<file path="config.mk">
export PLATFORM = sky130hd
export DESIGN_NAME = ms_accum_flat
export DESIGN_NICKNAME = d
export VERILOG_FILES = /design/src/rtl/ms_accum_if.sv /design/src/rtl/ms_accum.sv /design/src/flat_wrapper.sv
export SDC_FILE = /design/constraint.sdc
export NUM_CORES = 1
export LEC_CHECK = 0
export CORE_MARGIN = 5
export CORE_UTILIZATION = 23
export CTS_BUF_LIST = sky130_fd_sc_hd__clkbuf_16
export DETAILED_ROUTE_END_ITERATION = 10
export HOLD_SLACK_MARGIN = 0.03
export PLACE_DENSITY_LB_ADDON = 0.12
export SYNTH_ARGS = -nofsm -noshare
export SYNTH_HDL_FRONTEND = slang
export SYNTH_SLANG_ARGS = --single-unit
</file>
<file path="constraint.sdc">
create_clock -name clk -period 9.9 [get_ports clk]
set_clock_uncertainty 0.1 [all_clocks]
set_input_delay 1.98 -clock clk [delete_from_list [all_inputs] [get_ports clk]]
set_output_delay 1.98 -clock clk [all_outputs]
set_load 0.02 [all_outputs]
</file>
<file path="src/rtl/ms_accum_if.sv">
// ms_accum_if: sample input and mean-square result bus of ms_accum
interface ms_accum_if #(parameter int DATA_W = 10);
   logic signed [DATA_W-1:0] din;
   logic din_valid;
   logic [2*DATA_W-1:0] ms_out;
   logic ms_valid;
   logic clip;
   modport master(output din, din_valid, input ms_out, ms_valid, clip);
   modport slave(input din, din_valid, output ms_out, ms_valid, clip);
endinterface

</file>
<file path="src/rtl/ms_accum.sv">
// ms_accum: windowed mean-square accumulator; define MS_ACCUM_CLIP_EN to add the full-scale clip flag
module ms_accum #(
   parameter int DATA_W = 10,
   parameter int LOG2_WIN = 8
) (
   input logic clk,
   input logic sclr,
   ms_accum_if.slave bus
);
   localparam int W = 2*DATA_W;
   localparam int AW = W + LOG2_WIN;
   logic signed [DATA_W-1:0] s1_data;
   logic s1_v, s2_v, ms_valid, last;
   logic signed [W-1:0] prod;
   logic [W-1:0] sq, ms_out;
   logic [AW-1:0] acc, acc_next;
   logic [LOG2_WIN-1:0] cnt;
   assign prod = W'(s1_data) * W'(s1_data);
   assign acc_next = acc + AW'(sq);
   assign last = s2_v && &cnt;
   assign bus.ms_out = ms_out;
   assign bus.ms_valid = ms_valid;
   always_ff @(posedge clk) begin
      if (sclr) begin
         s1_data <= '0;
         s1_v <= 1'b0;
         s2_v <= 1'b0;
         sq <= '0;
         acc <= '0;
         cnt <= '0;
         ms_out <= '0;
         ms_valid <= 1'b0;
      end else begin
         s1_data <= bus.din;
         s1_v <= bus.din_valid;
         s2_v <= s1_v;
         sq <= prod;
         ms_valid <= last;
         if (s2_v) begin
            cnt <= cnt + 1'b1;
            acc <= last ? '0 : acc_next;
         end
         if (last) ms_out <= acc_next[AW-1:LOG2_WIN];
      end
   end
`ifdef MS_ACCUM_CLIP_EN
   localparam logic signed [DATA_W-1:0] d_min = {1'b1, {(DATA_W-1){1'b0}}};
   localparam logic signed [DATA_W-1:0] d_max = ~d_min;
   logic s1_flag, s2_flag, sticky, clip;
   assign bus.clip = clip;
   // flags only valid samples so idle bus values never mark a window
   always_ff @(posedge clk) begin
      if (sclr) begin
         s1_flag <= 1'b0;
         s2_flag <= 1'b0;
         sticky <= 1'b0;
         clip <= 1'b0;
      end else begin
         s1_flag <= bus.din_valid && (bus.din == d_min || bus.din == d_max);
         s2_flag <= s1_flag;
         if (last) begin
            clip <= sticky | s2_flag;
            sticky <= 1'b0;
         end else if (s2_v) sticky <= sticky | s2_flag;
      end
   end
`else
   assign bus.clip = 1'b0;
`endif
endmodule

</file>
<file path="src/flat_wrapper.sv">
// flat-port wrapper written by rule: the top's interface ports become plain ports
module ms_accum_flat 
#(
   parameter int DATA_W = 10,
   parameter int LOG2_WIN = 8
)
  (clk, sclr, bus_din, bus_din_valid, bus_ms_out, bus_ms_valid, bus_clip);
  ms_accum_if #(.DATA_W(DATA_W)) bus_i ();
  input logic clk;
  input logic sclr;
  input wire logic [$bits(bus_i.din)-1:0] bus_din;
  input wire logic [$bits(bus_i.din_valid)-1:0] bus_din_valid;
  output wire logic [$bits(bus_i.ms_out)-1:0] bus_ms_out;
  output wire logic [$bits(bus_i.ms_valid)-1:0] bus_ms_valid;
  output wire logic [$bits(bus_i.clip)-1:0] bus_clip;
  assign bus_i.din = bus_din;
  assign bus_i.din_valid = bus_din_valid;
  assign bus_ms_out = bus_i.ms_out;
  assign bus_ms_valid = bus_i.ms_valid;
  assign bus_clip = bus_i.clip;
  ms_accum #(.DATA_W(DATA_W), .LOG2_WIN(LOG2_WIN)) u_core (.clk(clk), .sclr(sclr), .bus(bus_i));
endmodule
</file>
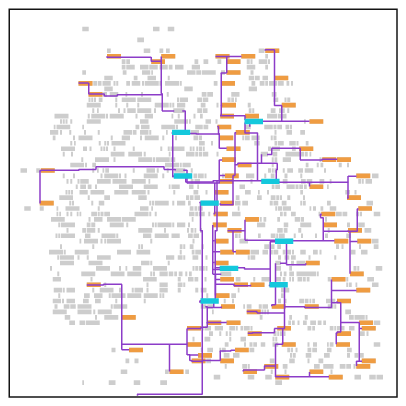
(clock wires, drivers and flops)
Drawn at 2 px/um.
Key: flip-flops = orange [count 88]; clock wires = purple [length 1680 um]; clock-net drivers = cyan [count 9]
There are 10 routed clock nets.
total clock network power: 365 uW
relative contribution of the clock network to total power: 30.2%
insertion delay to the later sink of the worst-skew pair: 0.36 ns

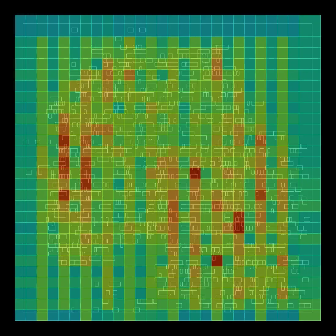
(congestion heat map)
fraction of met3 tracks used by global routing: 0.990%
met2 usage in global routing: 16.4%

==> results.txt <==
Results of an implementation run.

The initial antenna violation count is 0. The post-CTS clock slew at the launch and capture registers of the worst setup and hold paths is 0.08 ns. The synthesis report lists the most area-consuming cells as sky130_fd_sc_hd__dfxtp_1 (23%), sky130_fd_sc_hd__fa_1 (20%), sky130_fd_sc_hd__ha_1 (12%), sky130_fd_sc_hd__inv_1 (6.9%), sky130_fd_sc_hd__nand2_1 (4.4%). STA classifies the critical path startpoint as a flop. The sequential cell area fraction in the yosys report is 22.8%. The most frequently used cell type in the post-synthesis netlist is sky130_fd_sc_hd__inv_1. Total power normalized to cell area comes to 137 nW/um2. The number of I/O port buffers is 33. The share of layout cells above drive strength 1 is 4.83%. Of the combinational cells, the family taking the most area is adder cells. Per STA, the library cell used most along the worst path is sky130_fd_sc_hd__fa_1. Setup repair after global routing left no endpoint under its margin.

The run finished with clean final reports. The number of standard cells reported by yosys is 891. The netlist uses 60 different library cells.

According to the floorplan report, the die height is ~190 um. The number of nets at floorplan is between 1000 and 1500. The cell sequence reported for the critical path is nand2_1, fa_1, inv_1, fa_1, fa_1, fa_1, inv_1, fa_1, inv_1, ha_1, a21o_1, a21oi_1, o21ai_0, a211oi_1, o21ai_0, xnor2_1, nor2_1.

The data arrival time reported for the critical path is 5.70 ns. For reference, the critical path is launched at u_core.s1_data[8]$_SDFF_PP0_. The synthesized instance count is 891. The power report lists cell-internal power as 743 uW.

The vias per cell is 4.14. The fraction of synthesized cell area in xor and xnor cells is 6.13%. The number of buffers inserted during clock tree synthesis is 9. The switching power is 465 uW.

Buffers added to address setup during post-CTS repair amount to 0. The worst endpoint required time is 10.00 ns. The maximum number of pins on one net before global-route repair is ~67. The worst register-to-register path has a depth of 17.

The yosys synthesis warning count is 0. sky130_fd_sc_hd__dfxtp_1 takes more of the synthesized area than any other cell. The full die area is 37300 um2. The post-synthesis share of cell area spent on full adders, half adders and majority gates is 32.3%. The synthesized area per cell is 8.66 um2. All stages included, the depth of the critical timing path comes to 17. In the final report, the number of endpoints failing setup comes to 0. Counting instances, the worst hold path has a depth of 1. The end of the worst register-to-register path is u_core.sq[19]$_SDFF_PP0_. In the layout the commonest cells are sky130_fd_sc_hd__inv_1 (142), sky130_fd_sc_hd__nand2_1 (90), sky130_fd_sc_hd__dfxtp_1 (88). The fraction of the core area occupied by cells at floorplan is 23.2%. Per the timing report, the biggest fanout along the worst path comes to 12.

Per the synthesis report, the single largest cell type by area occupies 22.8% of cell area. In this run the worst hold path is classified as reg -> reg. Per the synthesis report, the AND-OR/OR-AND share of the synthesized area is 14.0%. The final weighted congestion recorded by global placement is roughly 0.77. The area of the mapped netlist is 7710 um2. The first global-routing pass estimated 30.4 mm of wire. The number of nets in the layout is 1071.

The transition at the pin with the smallest max-transition slack is 0.823 ns. The share of total power consumed by net switching is approximately 38%. The most instantiated logic cell after routing is sky130_fd_sc_hd__inv_1. By count the netlist is led by sky130_fd_sc_hd__inv_1 (142), sky130_fd_sc_hd__nand2_1 (90), sky130_fd_sc_hd__dfxtp_1 (88). In this run the horizontal extent of the chip is 193 um. Together, buffers and inverters on the worst path number 3. For reference, simple AND, OR, NAND and NOR cells occupy approximately 16% of the area reported after synthesis. The worst-case hold path end point is u_core.s2_v$_SDFF_PP0_. OpenROAD emitted warnings numbering 29. The final layout reports a setup TNS of 0 ns. The share of total power in combinational logic is 36.1%. The total global routing track utilization is approximately 10%. The type of destination of the critical path is a flop.

CTS built an H-tree with a depth of 3. The final antenna-violating net count is 0. After floorplanning, the core was divided into 67 placement rows. Dividing the detail-routed wire length by the instance count gives 13.6 um. The fmax is between 150 and 200 MHz. The worst path uses a little under three fifths of the clock period.

The capture point of the critical path was reported as u_core.sq[19]$_SDFF_PP0_.
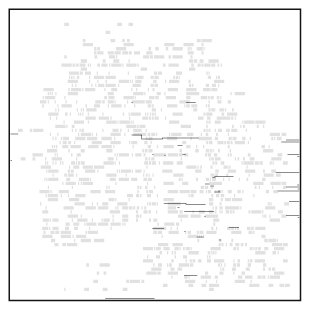
(signal wires on met3)
Drawn at 1.5 px/um.
24 nets have wire on it. The layer carries 282 um of wire. The wires run mostly horizontal. The layer holds 1.5% of the routed length. The longest straight run is 32.4 um.
total number of vias: 5626
Routed Wire Length: 18.5 mm

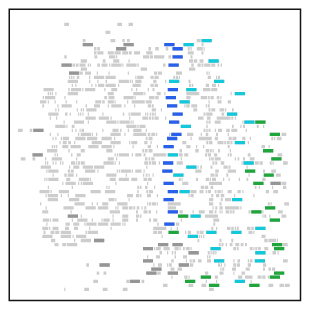
(register map, names as in the netlist)
Drawn at 1.5 px/um. Other sequential cells in the stronger gray, the rest of the logic in the fainter gray.
Key: u_core.sq = blue [flops 19]; u_core.acc = cyan [flops 28]; u_core.bus.ms_out = green [flops 20]
proportion of cell area occupied by registers: 20.0%
sequential power: 407 uW
final core utilization: 26.5%

-- power groups by stage --
stage | Clock [mW] | Combinational [mW] | Sequential (mW)
5_1_grt | 0.399 | 0.510 | 0.411
3_3_place_gp | 0 | 0.451 | 0.416
6_report | 0.365 | 0.436 | 0.407
4_1_cts | 0.384 | 0.447 | 0.407
2_1_floorplan | 0 | 0.355 | 0.402
3_5_place_dp | 0 | 0.444 | 0.416
-- stage by stage --
stage,power (mW),cells,setup WS (ns),cell area [um2],hold WS [ns]
after CTS,1.24,1359,4.21,8810,0.356
after global routing,1.32,1359,3.87,8810,0.371
after floorplan,0.756,891,4.68,7710,0.314
after global placement,0.867,1343,4.26,8500,0.324
final,1.21,1359,4.30,8810,0.350
after detailed placement,0.859,1343,4.24,8500,0.340
-- state kept, by name, summed over array words and instances (netlist names) --
register             flops
u_core.acc              28
u_core.bus.ms_out       20
u_core.sq               19
u_core.s1_data          10
u_core.cnt               8
u_core.bus.ms_valid      1
u_core.s1_v              1
u_core.s2_v              1
-- area by class of cell --
type                            instances  area (um2)
Clock buffer                            9         225
Clock inverter                          7        86.3
Fill cell                            3696       24500
Inverter                              143         537
Multi-Input combinational cell        626        5270
Sequential cell                        88        1760
Tap cell                              448         561
Timing Repair Buffer                   38         365
-- kinds of logic after synthesis --
kind of cell / after synthesis
mux: 2
fa+ha+maj: 152
xor+xnor: 54
simple gates: 259
other cells: 1
flops: 88
compound gates: 158
buf+inv: 177
-- layer usage --
layer | routed length, um | GRT usage, % | vias to the layer above
li1 | - | - | 2938
met1 | 9590 | 14.3 | 2620
met2 | 8250 | 16.4 | 46
met3 | 282 | 0.990 | 22
met4 | 377 | 3.40 | 0
met5 | 0 | 0 | -
Power and IR drop assume default switching activity.
